**Run 1: I/O pins on the die edge**

(3 px per µm) Pins as bars across the die edge, other pins in grey.
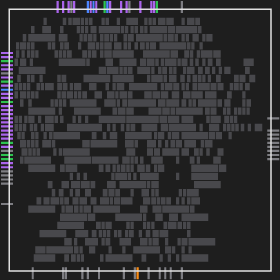
**Run 1: placement by cell class**

(4 px per µm) Fill, decap, tap and diode cells in grey.
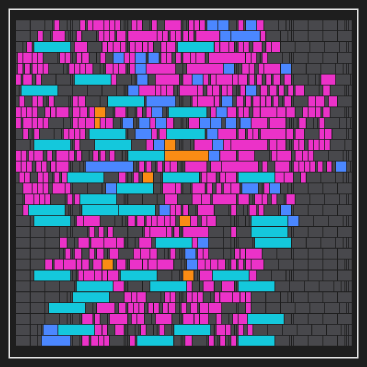
**Run 1: metal 2**

(4 px per µm) Cells faint in the background.
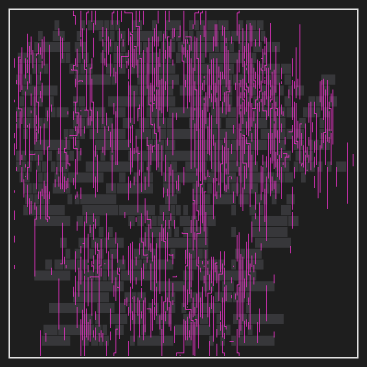
**Run 1: clock wires, drivers and flops**

(6 px per µm)
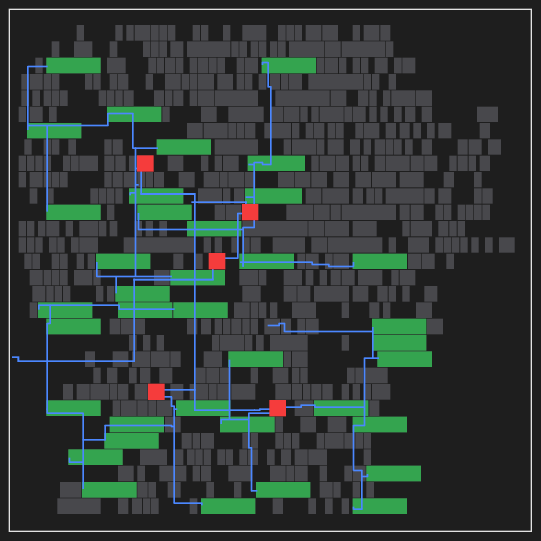
<file path="config.mk">
export PLATFORM = sky130hd
export DESIGN_NAME = uart_tx_arbiter_flat
export DESIGN_NICKNAME = d
export VERILOG_FILES = /design/src/rtl/uart_pkg.sv /design/src/rtl/uart_tx_arbiter_if.sv /design/src/rtl/rr_arbiter.sv /design/src/rtl/uart_tx_arbiter.sv /design/src/flat_wrapper.sv
export SDC_FILE = /design/constraint.sdc
export NUM_CORES = 1
export LEC_CHECK = 0
export ABC_AREA = 1
export CAP_MARGIN = 20
export CORE_UTILIZATION = 45
export CTS_BUF_LIST = sky130_fd_sc_hd__clkbuf_4
export CTS_CLUSTER_SIZE = 16
export DETAILED_ROUTE_END_ITERATION = 10
export DONT_BUFFER_PORTS = 1
export PLACE_DENSITY = 0.68
export SYNTH_ARGS = -nofsm -noshare
export SYNTH_HDL_FRONTEND = slang
export SYNTH_SLANG_ARGS = --single-unit
</file>
<file path="constraint.sdc">
create_clock -name clk_i -period 2.95 [get_ports clk_i]
set_clock_uncertainty 0.05 [all_clocks]
set_input_delay 0.59 -clock clk_i [delete_from_list [all_inputs] [get_ports clk_i]]
set_output_delay 0.59 -clock clk_i [all_outputs]
set_load 0.05 [all_outputs]
</file>
<file path="src/rtl/uart_pkg.sv">
// Shared UART definitions: arbiter FSM encoding and default widths.
package uart_pkg;

    localparam int unsigned UART_DATA_W   = 8;
    localparam int unsigned DEFAULT_GAP_W = 16;

    typedef enum logic [1:0] {
        IDLE   = 2'd0,
        LOCKED = 2'd1,
        TX     = 2'd2,
        GAP    = 2'd3
    } arb_state_e;

endpackage

</file>
<file path="src/rtl/uart_tx_arbiter_if.sv">
// Per-requester byte handshake bundle between producers (master) and the arbiter (slave).
interface uart_tx_arbiter_if #(
    parameter int unsigned NUM_REQ = 4,
    parameter int unsigned DATA_W  = uart_pkg::UART_DATA_W
) ();

    logic [NUM_REQ-1:0]        req_valid;
    logic [NUM_REQ*DATA_W-1:0] req_data;
    logic [NUM_REQ-1:0]        req_last;
    logic [NUM_REQ-1:0]        req_ready;

    modport master (
        output req_valid,
        output req_data,
        output req_last,
        input  req_ready
    );

    modport slave (
        input  req_valid,
        input  req_data,
        input  req_last,
        output req_ready
    );

endinterface

</file>
<file path="src/rtl/rr_arbiter.sv">
// Combinational round-robin picker: search starts one past ptr_i and wraps.
module rr_arbiter #(
    parameter int unsigned NUM_REQ = 4
) (
    input  logic [NUM_REQ-1:0]         req_i,
    input  logic [$clog2(NUM_REQ)-1:0] ptr_i,
    output logic [NUM_REQ-1:0]         gnt_o
);

    localparam int unsigned PtrW = $clog2(NUM_REQ);

    logic [PtrW-1:0]    start;
    logic [PtrW-1:0]    idx;
    logic [NUM_REQ-1:0] rot_req;
    logic [NUM_REQ-1:0] rot_gnt;

    always_comb begin
        start   = (ptr_i == PtrW'(NUM_REQ - 1)) ? '0 : ptr_i + PtrW'(1);
        rot_req = '0;
        gnt_o   = '0;
        idx     = '0;
        for (int i = 0; i < NUM_REQ; i++) begin
            idx        = PtrW'((i + int'(start)) % NUM_REQ);
            rot_req[i] = req_i[idx];
        end
        // Lowest set bit of the rotated vector is the winner.
        rot_gnt = rot_req & (~rot_req + NUM_REQ'(1));
        for (int i = 0; i < NUM_REQ; i++) begin
            idx        = PtrW'((i + int'(start)) % NUM_REQ);
            gnt_o[idx] = rot_gnt[i];
        end
    end

endmodule

</file>
<file path="src/rtl/uart_tx_arbiter.sv">
// Shares one UART transmitter among NUM_REQ byte producers with round-robin,
// packet locking and a programmable inter-frame idle gap.
module uart_tx_arbiter
    import uart_pkg::*;
#(
    parameter int unsigned NUM_REQ = 4,
    parameter int unsigned DATA_W  = UART_DATA_W,
    parameter int unsigned GAP_W   = DEFAULT_GAP_W
) (
    input  logic                clk_i,
    input  logic                rst_ni,
    uart_tx_arbiter_if.slave    req_bus,
    input  logic [GAP_W-1:0]    gap_cycles_i,
    output logic                tx_en_o,
    output logic [DATA_W-1:0]   tx_data_o,
    input  logic                tx_done_i,
    output logic [NUM_REQ-1:0]  grant_o,
    output logic                busy_o
);

    localparam int unsigned PtrW = $clog2(NUM_REQ);

    arb_state_e         state_q, state_d;
    logic [PtrW-1:0]    ptr_q, ptr_d;
    logic [PtrW-1:0]    owner_q, owner_d;
    logic               lock_q, lock_d;
    logic [GAP_W-1:0]   gap_q, gap_d;
    logic [DATA_W-1:0]  data_q, data_d;
    logic               last_q, last_d;
    logic               tx_en_q, tx_en_d;
    logic [NUM_REQ-1:0] grant_q, grant_d;

    logic [NUM_REQ-1:0] arb_gnt;
    logic [NUM_REQ-1:0] ready;
    logic               arb_open, own_open;
    logic [DATA_W-1:0]  sel_data;
    logic               sel_last;
    logic [PtrW-1:0]    sel_idx;

    rr_arbiter #(
        .NUM_REQ (NUM_REQ)
    ) u_rr_arbiter (
        .req_i (req_bus.req_valid),
        .ptr_i (ptr_q),
        .gnt_o (arb_gnt)
    );

    always_comb begin
        // The terminal GAP cycle also accepts, so the idle gap is exactly 1 + gap_cycles_i.
        arb_open = (state_q == IDLE)   || (state_q == GAP && gap_q == '0 && !lock_q);
        own_open = (state_q == LOCKED) || (state_q == GAP && gap_q == '0 && lock_q);
        ready    = '0;
        if (arb_open) begin
            ready = arb_gnt;
        end else if (own_open) begin
            ready = req_bus.req_valid & grant_q;
        end
        if (!rst_ni) begin
            ready = '0;
        end

        sel_data = '0;
        sel_last = 1'b0;
        sel_idx  = '0;
        for (int k = 0; k < NUM_REQ; k++) begin
            if (ready[k]) begin
                sel_data = req_bus.req_data[k*DATA_W +: DATA_W];
                sel_last = req_bus.req_last[k];
                sel_idx  = PtrW'(k);
            end
        end
    end

    always_comb begin
        state_d = state_q;
        ptr_d   = ptr_q;
        owner_d = owner_q;
        lock_d  = lock_q;
        gap_d   = gap_q;
        data_d  = data_q;
        last_d  = last_q;
        tx_en_d = tx_en_q;
        grant_d = grant_q;

        case (state_q)
            TX: begin
                if (tx_done_i) begin
                    tx_en_d = 1'b0;
                    gap_d   = gap_cycles_i;
                    state_d = GAP;
                    if (last_q) begin
                        ptr_d  = owner_q;
                        lock_d = 1'b0;
                    end else begin
                        lock_d = 1'b1;
                    end
                end
            end
            GAP: begin
                if (gap_q != '0) begin
                    gap_d = gap_q - GAP_W'(1);
                end else if (lock_q) begin
                    state_d = LOCKED;
                end else begin
                    state_d = IDLE;
                    grant_d = '0;
                end
            end
            default: ;
        endcase

        if (|ready) begin
            data_d  = sel_data;
            last_d  = sel_last;
            owner_d = sel_idx;
            grant_d = ready;
            tx_en_d = 1'b1;
            state_d = TX;
        end
    end

    always_ff @(posedge clk_i or negedge rst_ni) begin
        if (!rst_ni) begin
            state_q <= IDLE;
            ptr_q   <= PtrW'(NUM_REQ - 1);
            owner_q <= '0;
            lock_q  <= 1'b0;
            gap_q   <= '0;
            data_q  <= '0;
            last_q  <= 1'b0;
            tx_en_q <= 1'b0;
            grant_q <= '0;
        end else begin
            state_q <= state_d;
            ptr_q   <= ptr_d;
            owner_q <= owner_d;
            lock_q  <= lock_d;
            gap_q   <= gap_d;
            data_q  <= data_d;
            last_q  <= last_d;
            tx_en_q <= tx_en_d;
            grant_q <= grant_d;
        end
    end

    assign req_bus.req_ready = ready;
    assign tx_en_o           = tx_en_q;
    assign tx_data_o         = data_q;
    assign grant_o           = grant_q;
    assign busy_o            = (state_q != IDLE);

endmodule

</file>
<file path="src/flat_wrapper.sv">
// flat-port wrapper written by rule: the top's interface ports become plain ports
module uart_tx_arbiter_flat import uart_pkg::*;
#(
    parameter int unsigned NUM_REQ = 4,
    parameter int unsigned DATA_W  = UART_DATA_W,
    parameter int unsigned GAP_W   = DEFAULT_GAP_W
)
  (clk_i, rst_ni, gap_cycles_i, tx_en_o, tx_data_o, tx_done_i, grant_o, busy_o, req_bus_req_valid, req_bus_req_data, req_bus_req_last, req_bus_req_ready);
  uart_tx_arbiter_if #(.NUM_REQ(NUM_REQ), .DATA_W(DATA_W)) req_bus_i ();
  input  logic clk_i;
  input  logic rst_ni;
  input  logic [GAP_W-1:0] gap_cycles_i;
  output logic tx_en_o;
  output logic [DATA_W-1:0] tx_data_o;
  input  logic tx_done_i;
  output logic [NUM_REQ-1:0] grant_o;
  output logic busy_o;
  input wire logic [$bits(req_bus_i.req_valid)-1:0] req_bus_req_valid;
  input wire logic [$bits(req_bus_i.req_data)-1:0] req_bus_req_data;
  input wire logic [$bits(req_bus_i.req_last)-1:0] req_bus_req_last;
  output wire logic [$bits(req_bus_i.req_ready)-1:0] req_bus_req_ready;
  assign req_bus_i.req_valid = req_bus_req_valid;
  assign req_bus_i.req_data = req_bus_req_data;
  assign req_bus_i.req_last = req_bus_req_last;
  assign req_bus_req_ready = req_bus_i.req_ready;
  uart_tx_arbiter #(.NUM_REQ(NUM_REQ), .DATA_W(DATA_W), .GAP_W(GAP_W)) u_core (.clk_i(clk_i), .rst_ni(rst_ni), .req_bus(req_bus_i), .gap_cycles_i(gap_cycles_i), .tx_en_o(tx_en_o), .tx_data_o(tx_data_o), .tx_done_i(tx_done_i), .grant_o(grant_o), .busy_o(busy_o));
endmodule
</file>
==> flow_summary_export.csv, run 1 <==
group,metric,value,unit
status,outcome,"complete, but fails checks",
status,failed_checks,"setup timing",
clocking,clock_buffer_count_from_cts,5,
detailed_routing,ant_nets,0,
setup_path,critical-path-top-delay-family,"flip-flops",
yosys,synth.cellmix.compoundShare,0.115,
grt,gr-total-overflow,0,
clocking,cts.reportedPaths.clkPinSlew,110,ps
yosys,synth.distinct_cells,42,
clocking,cts-resized-gates,33,
final_timing,setup_ws,-204,ps
pwr,power.internal,2200,µW
cells_and_area,buffer_area_frac,0.103,
setup_path,worst_setup_path_end_kind,"primary output",
cells_and_area,antennaDiodeCount,0,
pwr,power_density,1220,nW/µm²
pwr,post-layout-total-power,4760,µW
detailed_routing,drtIter0Drc,139,
pwr,power.share.sequential,0.260,
final_timing,max_slew.worst_pin.slew,493,ps
detailed_routing,avg_wl_per_cell,13.6,µm
final_timing,count_of_endpoints_failing_setup_in_the_final_report,4,
setup_path,crit_buf_inv,3,
setup_path,critPathMaxFanout,6,
cells_and_area,layout.cells.most_common_list,"149 x nand2_1, 66 x inv_1, 37 x buf_4",
grt,global_route.usage.total,0.234,
-- 'I/O pins on the die edge' (at the start) --
colour	port	pins	direction	edge
blue	req_bus_req_last	4	input	3 top, 1 left
green	tx_data_o	8	output	6 left, 2 top
purple	req_bus_req_data	32	input	20 left, 12 top
orange	tx_done_i	1	input	bottom
all pins by edge	34 left, 20 top, 14 bottom, 9 right

-- 'placement by cell class' (at the start) --
colour	class	cells
orange	clock drivers and dummy loads	8
magenta	remaining logic cells	439
cyan	sequential cells	37
blue	remaining buffers and delay cells	44
Row Count: 30
fin area: 3890 µm²

-- 'metal 2' (at the start) --
main direction	vertical
longest straight run	38.1 µm
nets with wire on the layer	465
total via count in the routed design: 3131
met2 demand-to-capacity share in global routing: 0.413

-- 'clock wires, drivers and flops' (at the start) --
[blue] clock wires | length: 541 µm
[red] clock-net drivers | count: 5
[green] flip-flops | count: 37
routed clock nets	6

[run 1: logic make-up after synthesis]
group	count (synthesis)
adder cells (fa/ha/maj)	10
AND-OR/OR-AND	57
buffers and inverters	96
multiplexers	3
AND/OR/NAND/NOR	278
flip-flops	37
XOR/XNOR	8
[run 1: power groups by stage]
stage | Sequential (µW) | Clock (µW) | Combinational, µW
2_1_floorplan | 1260 | 0 | 2030
3_3_place_gp | 1240 | 0 | 2550
3_5_place_dp | 1240 | 0 | 2610
4_1_cts | 1240 | 374 | 3030
5_1_grt | 1280 | 394 | 3520
6_report | 1240 | 364 | 3160
[run 1: metal layers]
metal / global-route usage / vias up / routed length (µm)
li1: - / 1593 / -
met1: 0.289 / 1439 / 3780
met2: 0.413 / 87 / 4080
met3: 0.0505 / 12 / 487
met4: 0.0636 / 0 / 120
met5: 0 / - / 0
**Run 1: clock nets**

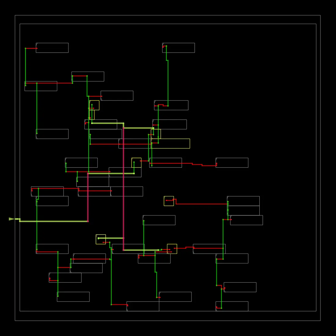

## Run 2: what changed since run 1
--- a/config.mk
+++ b/config.mk
@@ -8,7 +8,7 @@
 export ABC_AREA = 1
 export CAP_MARGIN = 20
 export CORE_UTILIZATION = 45
-export CTS_BUF_LIST = sky130_fd_sc_hd__clkbuf_4
+export CTS_BUF_LIST = sky130_fd_sc_hd__clkbuf_8
 export CTS_CLUSTER_SIZE = 16
 export DETAILED_ROUTE_END_ITERATION = 10
 export DONT_BUFFER_PORTS = 1
@@ -16,3 +16,4 @@
 export SYNTH_ARGS = -nofsm -noshare
 export SYNTH_HDL_FRONTEND = slang
 export SYNTH_SLANG_ARGS = --single-unit
+export TNS_END_PERCENT = 5
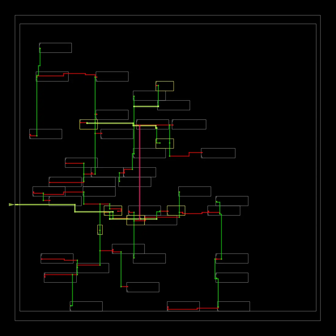
**Above:** run 2 (clock nets).
Clk Latency, worst-skew pair: 290 ps
number of flip-flops and latches: 37

==> flow_summary_export.csv, run 2 <==
group,metric,value,unit
pwr,power.share.sequential,0.284,
cells_and_area,buffer_area_frac,0.0720,
final_timing,count_of_endpoints_failing_setup_in_the_final_report,3,
floorplanning,core.rowCount,30,
cells_and_area,antennaDiodeCount,0,
yosys,synth.distinct_cells,42,
pwr,power_density,1200,nW/µm²
final_timing,setup_ws,-61.9,ps
pwr,power.sequential.total,1260,µW
status,failed_checks,"setup timing",
setup_path,worst_setup_path_end_kind,"primary output",
setup_path,crit_buf_inv,3,
yosys,synth.cellmix.compoundShare,0.115,
detailed_routing,total_via_count_in_the_routed_design,2979,
pwr,power.internal,2020,µW
pwr,top_power_group,"combinational logic",
status,outcome,"complete, but fails checks",
pwr,post-layout-total-power,4450,µW
cells_and_area,layout.cell_area.non_filler,3700,µm²
setup_path,critPathMaxFanout,6,
detailed_routing,avg_wl_per_cell,13.2,µm
run 2: cell counts after synthesis:
Identical to the previous run, type by type.
run 2: how the worst max path moves through the flow:
stage	startpoint	to	slack, ps	cells after the start
final	u_core.ptr_q[0]	req_bus_req_ready[2]	-60	11
after floorplan	u_core.ptr_q[0]	req_bus_req_ready[3]	-90	11
after detailed placement	u_core.ptr_q[0]	u_core.tx_data_o[2]	50	18
after CTS	u_core.ptr_q[0]	req_bus_req_ready[2]	-40	11
after global placement	u_core.ptr_q[0]	req_bus_req_ready[0]	90	11
after global routing	u_core.ptr_q[0]	req_bus_req_ready[1]	-200	13
run 2: per-layer routing:
metal  vias up  share of wire  global-route usage
li1       1552              -                   -
met1      1336           0.46               0.288
met2        83           0.47               0.374
met3         8          0.061              0.0619
met4         0          0.010              0.0439
met5         -              0                   0
**Run 2: clock wires, drivers and flops**

(6 px per µm)
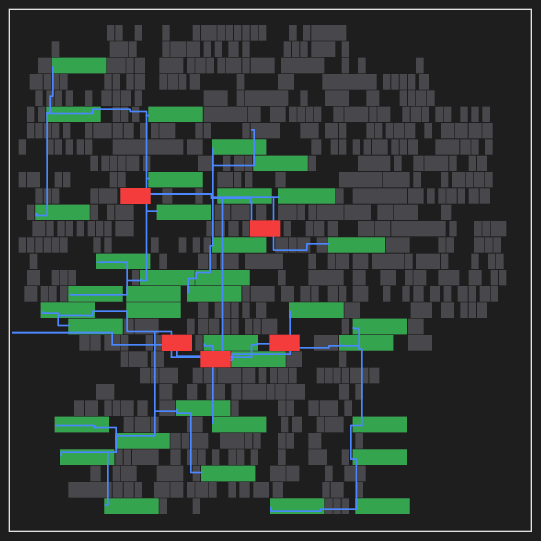

## Run 3: what changed since run 2
--- a/config.mk
+++ b/config.mk
@@ -12,6 +12,7 @@
 export CTS_CLUSTER_SIZE = 16
 export DETAILED_ROUTE_END_ITERATION = 10
 export DONT_BUFFER_PORTS = 1
+export HOLD_SLACK_MARGIN = 0.08
 export PLACE_DENSITY = 0.68
 export SYNTH_ARGS = -nofsm -noshare
 export SYNTH_HDL_FRONTEND = slang
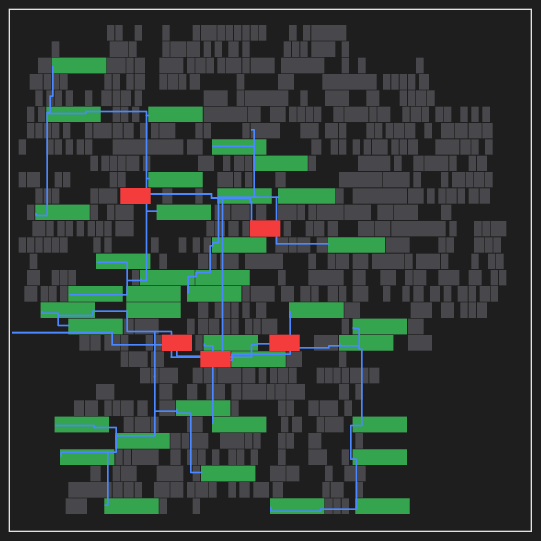
**Above:** run 3 (clock wires, drivers and flops).
(6 px per µm)
[blue] clock wires | length: 492 µm
[green] flip-flops | count: 37
[red] clock-net drivers | count: 5
routed clock nets	6
clock share of power: 0.080
clock distribution power: 357 µW

==> flow_summary_export.csv, run 3 <==
group,metric,value,unit
status,outcome,"complete, but fails checks",
status,failed_checks,"setup timing",
grt,global_route.usage.total,0.223,
grt,global_route.usage.met2,0.374,
final_timing,setup_ws,-60.9,ps
pwr,power.share.sequential,0.284,
setup_path,critical-path-top-delay-family,"simple AND/OR/NAND/NOR gates",
detailed_routing,highest-signal-layer,"met4",
clocking,cts-resized-gates,18,
floorplanning,core.rowCount,30,
final_timing,count_of_endpoints_failing_setup_in_the_final_report,3,
grt,gr-usage-met1,0.288,
clocking,cts.reportedPaths.clkPinSlew,80,ps
detailed_routing,ant_nets,0,
setup_path,crit_buf_inv,3,
grt,grtUsageMet3,0.0619,
pwr,combinationalPower,2830,µW
pwr,top_power_group,"combinational logic",
clocking,clock_buffer_count_from_cts,5,
setup_path,cp-endpoint,"req_bus_req_ready[2]",
pwr,post-layout-total-power,4450,µW
==> run 3: cell types whose count changed in the layout (fill, tap and decap cells not counted) <==
| cell | change |
|---|---|
| dlygate4sd3_1 | +1 |
==> run 3: logic make-up after synthesis <==
logic type,after synthesis,synth area share
mux,3,0.0104
flops,37,0.287
fa+ha+maj,10,0.0387
buf+inv,96,0.126
simple gates,278,0.402
xor+xnor,8,0.0217
compound gates,57,0.115
==> run 3: cell type report <==
cell class	instances	area (µm²)	area share
inverter	83	329	0.0887
clock inverter	1	3.75	0.00101
sequential	37	928	0.250
tap	96	120	0.0324
clock buffer	6	82.6	0.0223
timing repair buffer	26	277	0.0745
multi-input combinational	356	1970	0.531
==> run 3: through the flow <==
stage	util	std cells
floorplan	-	489
global placement	0.496	588
detailed placement	0.496	588
finish	0.540	605
global route	0.540	605
CTS	0.536	604
Power and IR drop assume default switching activity.
